## src/rtl/legv8_pkg.sv

```systemverilog
// Shared LEGv8 definitions: architectural widths, instr[31:21] opcode patterns,
// fetch FSM state encoding and the branch target helper.
package legv8_pkg;

    localparam int XLEN = 64;
    localparam int ILEN = 32;

    // Opcodes narrower than 11 bits are left-aligned in instr[31:21] with trailing zeros.
    localparam logic [10:0] OP_LDUR = 11'b11111000010;
    localparam logic [10:0] OP_STUR = 11'b11111000000;
    localparam logic [10:0] OP_ADD  = 11'b10001011000;
    localparam logic [10:0] OP_ADDI = 11'b10010001000;
    localparam logic [10:0] OP_SUB  = 11'b11001011000;
    localparam logic [10:0] OP_AND  = 11'b10001010000;
    localparam logic [10:0] OP_ORR  = 11'b10101010000;
    localparam logic [10:0] OP_CBZ  = 11'b10110100000;
    localparam logic [10:0] OP_CBNZ = 11'b10110101000;
    localparam logic [10:0] OP_B    = 11'b00010100000;
    localparam logic [10:0] OP_HALT = 11'b11111111111;

    typedef enum logic [1:0] {
        FETCH_IDLE = 2'd0,
        FETCH_REQ  = 2'd1,
        FETCH_WAIT = 2'd2,
        FETCH_HALT = 2'd3
    } fetch_state_e;

    // Word offset scaled to bytes; wraps modulo 2^64.
    function automatic logic [XLEN-1:0] branch_target(input logic [XLEN-1:0] pc,
                                                      input logic [XLEN-1:0] off);
        return pc + (off << 2);
    endfunction

endpackage

```

## src/rtl/ifid_skid_buffer.sv

```systemverilog
// One-entry holding register for a fetched word that IF/ID could not accept
// because decode was stalled. Flush wins over write, write wins over read.
module ifid_skid_buffer
    import legv8_pkg::*;
(
    input  logic            clk,
    input  logic            rst_n,
    input  logic            flush_i,
    input  logic            wr_en_i,
    input  logic [ILEN-1:0] wr_instr_i,
    input  logic [XLEN-1:0] wr_pc_i,
    input  logic            rd_en_i,
    output logic            valid_o,
    output logic [ILEN-1:0] instr_o,
    output logic [XLEN-1:0] pc_o
);

    logic            valid_q;
    logic [ILEN-1:0] instr_q;
    logic [XLEN-1:0] pc_q;

    always_ff @(posedge clk or negedge rst_n) begin
        if (!rst_n) begin
            valid_q <= 1'b0;
            instr_q <= '0;
            pc_q    <= '0;
        end else if (flush_i) begin
            valid_q <= 1'b0;
        end else if (wr_en_i) begin
            valid_q <= 1'b1;
            instr_q <= wr_instr_i;
            pc_q    <= wr_pc_i;
        end else if (rd_en_i) begin
            valid_q <= 1'b0;
        end
    end

    assign valid_o = valid_q;
    assign instr_o = instr_q;
    assign pc_o    = pc_q;

endmodule

```

## src/rtl/instruction_fetch_stage.sv

```systemverilog
// LEGv8 IF stage: PC register, single-outstanding fetch FSM with branch redirect
// and response kill, and the IF/ID pipeline register backed by a one-entry skid.
module instruction_fetch_stage
    import legv8_pkg::*;
#(
    parameter logic [XLEN-1:0] RESET_PC    = 64'h0,
    parameter logic [XLEN-1:0] PC_STEP     = 64'd4,
    parameter logic [10:0]     HALT_OPCODE = 11'b11111111111
) (
    input  logic            clk,
    input  logic            rst_n,
    output logic            imem_req_valid,
    input  logic            imem_req_ready,
    output logic [XLEN-1:0] imem_req_addr,
    input  logic            imem_rsp_valid,
    input  logic [ILEN-1:0] imem_rsp_data,
    input  logic            id_stall,
    input  logic            ex_redirect,
    input  logic [XLEN-1:0] ex_branch_pc,
    input  logic [XLEN-1:0] ex_branch_off,
    output logic            ifid_valid,
    output logic [ILEN-1:0] ifid_instr,
    output logic [XLEN-1:0] ifid_pc,
    output logic            halted
);

    fetch_state_e    state_q, state_d;
    logic [XLEN-1:0] pc_q, pc_d;
    logic            kill_q, kill_d;
    logic            ifid_valid_q, ifid_valid_d;
    logic [ILEN-1:0] ifid_instr_q, ifid_instr_d;
    logic [XLEN-1:0] ifid_pc_q, ifid_pc_d;

    logic            skid_valid;
    logic [ILEN-1:0] skid_instr;
    logic [XLEN-1:0] skid_pc;
    logic            skid_wr;
    logic            skid_rd;

    logic            redirect_en;
    logic            req_fire;
    logic            deliver;
    logic            rsp_is_halt;

    assign redirect_en    = ex_redirect && (state_q != FETCH_HALT);
    assign imem_req_valid = (state_q == FETCH_REQ) && !skid_valid;
    assign imem_req_addr  = pc_q;
    assign req_fire       = imem_req_valid && imem_req_ready;
    assign deliver        = (state_q == FETCH_WAIT) && imem_rsp_valid && !kill_q && !redirect_en;
    assign rsp_is_halt    = (imem_rsp_data[31:21] == HALT_OPCODE);
    assign halted         = (state_q == FETCH_HALT);

    always_comb begin
        state_d = state_q;
        pc_d    = pc_q;
        kill_d  = kill_q;
        unique case (state_q)
            FETCH_IDLE: state_d = FETCH_REQ;
            FETCH_REQ: begin
                if (req_fire) state_d = FETCH_WAIT;
            end
            FETCH_WAIT: begin
                if (imem_rsp_valid) begin
                    if (kill_q) begin
                        state_d = FETCH_REQ;
                        kill_d  = 1'b0;
                    end else if (rsp_is_halt) begin
                        state_d = FETCH_HALT;
                    end else begin
                        state_d = FETCH_REQ;
                        pc_d    = pc_q + PC_STEP;
                    end
                end
            end
            FETCH_HALT: state_d = FETCH_HALT;
            default:    state_d = FETCH_IDLE;
        endcase

        // A redirect must not lose track of a request already in flight: it is
        // marked killed and the FSM waits for its response before refetching.
        if (redirect_en) begin
            pc_d = branch_target(ex_branch_pc, ex_branch_off);
            if (state_q == FETCH_WAIT && !imem_rsp_valid) begin
                state_d = FETCH_WAIT;
                kill_d  = 1'b1;
            end else if (state_q == FETCH_REQ && req_fire) begin
                state_d = FETCH_WAIT;
                kill_d  = 1'b1;
            end else begin
                state_d = FETCH_REQ;
                kill_d  = 1'b0;
            end
        end
    end

    always_comb begin
        ifid_valid_d = ifid_valid_q;
        ifid_instr_d = ifid_instr_q;
        ifid_pc_d    = ifid_pc_q;
        if (redirect_en) begin
            ifid_valid_d = 1'b0;
        end else if (!id_stall) begin
            if (skid_valid) begin
                ifid_valid_d = 1'b1;
                ifid_instr_d = skid_instr;
                ifid_pc_d    = skid_pc;
            end else if (deliver) begin
                ifid_valid_d = 1'b1;
                ifid_instr_d = imem_rsp_data;
                ifid_pc_d    = pc_q;
            end else if (state_q != FETCH_HALT) begin
                // Once halted the HALT word stays visible instead of bubbling out.
                ifid_valid_d = 1'b0;
            end
        end
    end

    assign skid_wr = deliver && (id_stall || skid_valid);
    assign skid_rd = !id_stall && skid_valid;

    ifid_skid_buffer u_skid (
        .clk        (clk),
        .rst_n      (rst_n),
        .flush_i    (redirect_en),
        .wr_en_i    (skid_wr),
        .wr_instr_i (imem_rsp_data),
        .wr_pc_i    (pc_q),
        .rd_en_i    (skid_rd),
        .valid_o    (skid_valid),
        .instr_o    (skid_instr),
        .pc_o       (skid_pc)
    );

    always_ff @(posedge clk or negedge rst_n) begin
        if (!rst_n) begin
            state_q      <= FETCH_IDLE;
            pc_q         <= RESET_PC;
            kill_q       <= 1'b0;
            ifid_valid_q <= 1'b0;
            ifid_instr_q <= '0;
            ifid_pc_q    <= '0;
        end else begin
            state_q      <= state_d;
            pc_q         <= pc_d;
            kill_q       <= kill_d;
            ifid_valid_q <= ifid_valid_d;
            ifid_instr_q <= ifid_instr_d;
            ifid_pc_q    <= ifid_pc_d;
        end
    end

    assign ifid_valid = ifid_valid_q;
    assign ifid_instr = ifid_instr_q;
    assign ifid_pc    = ifid_pc_q;

endmodule

```

## config.mk

```make
export PLATFORM = sky130hd
export DESIGN_NAME = instruction_fetch_stage
export DESIGN_NICKNAME = d
export VERILOG_FILES = /design/src/rtl/legv8_pkg.sv /design/src/rtl/ifid_skid_buffer.sv /design/src/rtl/instruction_fetch_stage.sv
export SDC_FILE = /design/constraint.sdc
export NUM_CORES = 1
export LEC_CHECK = 0
export CORE_MARGIN = 1
export CORE_UTILIZATION = 40
export CTS_CLUSTER_DIAMETER = 50
export DETAILED_ROUTE_END_ITERATION = 8
export GPL_TIMING_DRIVEN = 0
export MAX_ROUTING_LAYER = met4
export PLACE_DENSITY = 0.65
export SYNTH_ARGS = -nofsm -noshare
export SYNTH_HDL_FRONTEND = slang
export SYNTH_HIERARCHICAL = 1
export SYNTH_SLANG_ARGS = --single-unit
```

## constraint.sdc

```tcl
create_clock -name clk -period 3.4 [get_ports clk]
set_input_delay 0.68 -clock clk [delete_from_list [all_inputs] [get_ports clk]]
set_output_delay 0.68 -clock clk [all_outputs]
set_load 0.02 [all_outputs]
```

Fig. 1: the metal 1 layer
Drawn at 2 px/um. Supply wires on this layer in gray.
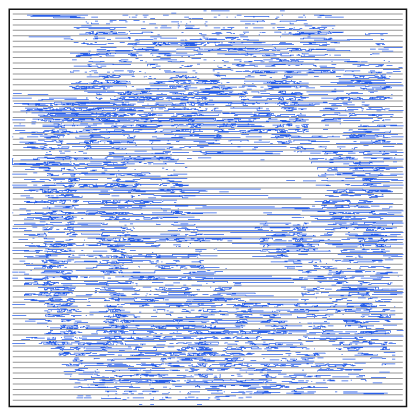
- wire length on this layer: 20.6 mm
- nets with wire on the layer: 1939
total number of vias: 13.06k
WL final: 46480 um
met1 usage: 31.23%

Fig. 2: met2 routing
Drawn at 1.5 px/um.
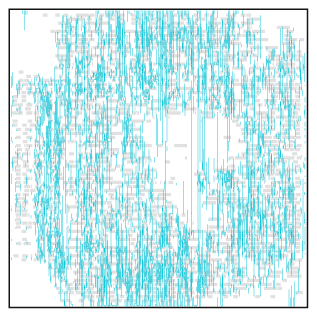
- longest straight run: 108 um
- main direction: vertical
- nets with wire on the layer: 1838
- share of all routed wire: 47%
met2 Use GR: 38.73%

Fig. 3: signal wires on met3
Drawn at 2 px/um.
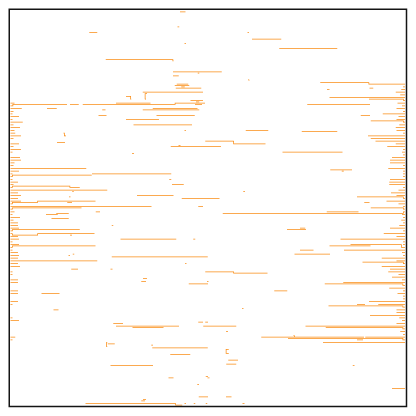
- longest straight run: 90.2 um
- share of all routed wire: 6.2%
- nets with wire on the layer: 240
met3 usage: 4.718%

Fig. 4: met4 routing
Drawn at 2 px/um. Supply wires on this layer in gray.
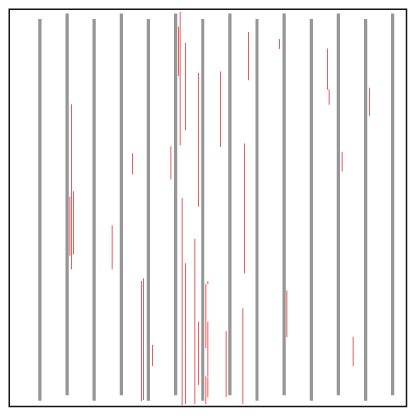
- wire length on this layer: 1190 um
- main direction: vertical
- nets with wire on the layer: 23
- share of all routed wire: 2.6%

==> deck_impl_summary.md <==
Key Metrics from the Run

Run status
  • Status: completed

Route
  • WL met3: ~2900 um
  • Detail Route Antenna Nets: 0
  • Vias per inst: about 5.3
  • Drt drc: 0
  • M1 WL: about 20000 um
  • DR WL met2: between 20000 and 25000 um
  • TritonRoute pass-1 iters: 4
  • DR iter-0 viols: between 900 and 1k
  • Drt wl/cell: approximately 19 um

Critical path
  • Buffer and inverter count on the worst path: 2
  • Flop2flop setup slack: roughly 0.27 ns
  • Critical Path Start Type: input pin
  • Critical Path Max Stage Delay: 0.44 ns
  • Crit path cell chain: clkdlybuf4s50_1 > ha_4 > nand3_2 > o32ai_4 > a21oi_4 > a211oi_4 > o211ai_1 > buf_4 > and3b_2 > o31ai_4 > mux2i_1 > xor2_1 > a21oi_1
  • Reg2Reg Depth: 12
  • Crit path DAT: 3.73 ns
  • Crit path launch: ex_branch_pc[13]
  • Worst path top cell family by delay: AND-OR/OR-AND gates
  • R2r startpoint: state_q[1]
  • Crit path max fanout: 5
  • Crit-path slowest cell: clkdlybuf4s50_1
  • Worst path required time: roughly 3.8 ns
  • Worst r2r dst: u_skid/instr_o[26]

Worst hold path
  • Min-Delay Path Class: input pin to asynchronous set/reset pin

Clock tree
  • Clk slew on worst S/H paths: around 0.060 ns
  • Post-CTS Setup Inserts: 4
  • Clk ins delay skew pair: approximately 0.50 ns
  • Max Buffers Root-to-Sink: 3
  • TritonCTS buffer count: 35
  • Clock sinks: 261
  • H-tree depth: 2
  • Post_cts resized: 21

Power and ir drop
  • Cell Pwr Density: about 750 mW/mm2
  • Peak supply drop: ~380 uV
  • Leakage Power: 8.999 nW

Timing
  • Tightest Pin Transition: between 0.8 and 0.9 ns
  • Max Transition Viols Final: 0
  • Max Clock Freq: 297.6 MHz
  • Setup violators final: 0
  • Setup Skew: ~0.011 ns
  • Final worst path period need: ~3.4 ns
  • Max-Slew Margin vs Limit: 43.66%
  • Final period utilization: between 90% and 100%

Finish
  • Area Overhead vs Synth: 36.80%
  • Number of fill cells: 3446
  • Flop count: between 200 and 300
  • Layout cells sized above 1: around 14%
  • Most frequent logic cell in the layout: clkdlybuf4s50_1
  • MI comb cells: approximately 1.2k
  • Bufs w/o clock: approximately 420
  • FF/Latch Area: ~0.0065 mm2
  • Nets: between 2k and 2.5k
  • Final Non-Filler Cells: 2457
  • Fin util: between 50 and 60%
  • Invs w/o clock: 23
  • Clkbuf count: about 52
  • Logic share of the area: about two fifths
  • Signal buf overhead: about a fifth

Global routing
  • Grt total ovfl: 0
  • Number of antenna violations at the first check in global routing: 1
  • Most Used Layer, Global Route: met2
  • Vias in the first global route: around 13k
  • Pin count of the biggest net entering global routing: approximately 120

Synth
  • Area leader, netlist: dfrtp_1
  • Synthesized area: around 0.015 mm2
  • Flops after synth: roughly 260
  • Floorplan Nets: approximately 1.8k
  • Syn Inst Count: about 1.5k
  • YS warnings: 6
  • Area figure in the yosys stat output: 0.01534 mm2
  • Post-synth seq share: 42.56%
  • Dominant cell area share: roughly 43%
  • Post-Syn Area per Cell: approximately 9.9 um2
  • Top cells, area: dfrtp_1 (43%), mux2i_1 (6.4%), o21ai_0 (5.7%), nand2_1 (5.5%), ha_1 (5.1%)
  • EDFF count, synth: 0
  • Commonest flop: dfrtp_1

Placement
  • Placed Area: slightly below 0.02 mm2
  • Placed cell count: between 2k and 2.5k
  • Routability cong.: 0.9134
  • HPWL after DPL: roughly 35000 um

Floorplan
  • Core Footprint: approximately 0.038 mm2
  • IO Pins: ~330
  • Die Wd: between 150 and 200 um
  • DIE HEIGHT: around 200 um
  • Core Util at FP: 40.74%
  • Die area: roughly 0.039 mm2
  • Tapcell count: approximately 500
  • FP Rows: approximately 71

Run
  • Max Cap Viol: 0
==> cells by family (layout without fill, tap and decap cells) <==
family,count (synthesis),after routing,share of synthesized area [%]
other,0,1,0
and+or+nand+nor,436,436,13.47
DFF,261,261,42.56
xor gates and xnor gates,116,116,6.621
AOI/OAI and AO/OA,369,369,14.42
muxes,195,195,14.49
adders and majority gates,63,63,5.186
buffers and inverters,104,505,3.245
==> report_power, final <==
group	switching (mW)	internal, mW	total, mW
registers	1.14	4.32	5.46
logic	3.40	3.22	6.62
clock network	1.37	2.37	3.74
total	5.91	9.91	15.8
==> registers in the layout, indices dropped and copies added, names as in the netlist <==
register	cells
state_q	2
ifid_instr	32
kill_q	1
imem_req_addr	64
u_skid/pc_o	64
u_skid/instr_o	32
u_skid/valid_o	1
ifid_pc	64
ifid_valid	1
==> metrics by stage <==
step / worst slack [ns] / total power [mW] / hold slack, ns / TNS, ns
floorplan: 0.2875 / 8.957 / 0.3844 / 0
finish: 0.03937 / 15.82 / 0.1047 / 0
global route: -0.05956 / 16.77 / 0.1159 / -0.06801
global placement: -9.871 / 11.92 / 0.4612 / -2726.40
CTS: 0.008670 / 15.88 / 0.09781 / 0
detailed placement: -1.001 / 12.06 / 0.4696 / -166.04
==> synthesized netlist by cell type, drive strengths merged (5+ instances only) <==
library cell  count
a211o             5
a211oi            8
a21o             27
a21oi            79
a31oi            16
and2              8
and3             28
and4              5
buf              22
clkbuf           59
dfrtp           261
ha               62
inv              23
mux2             97
mux2i            98
nand2           224
nand2b            6
nand3            42
nand4            23
nor2             55
nor2b            11
nor3              9
nor4              7
o21ai           183
o21bai           14
xnor2            69
xor2             47
Power and IR drop assume default switching activity.
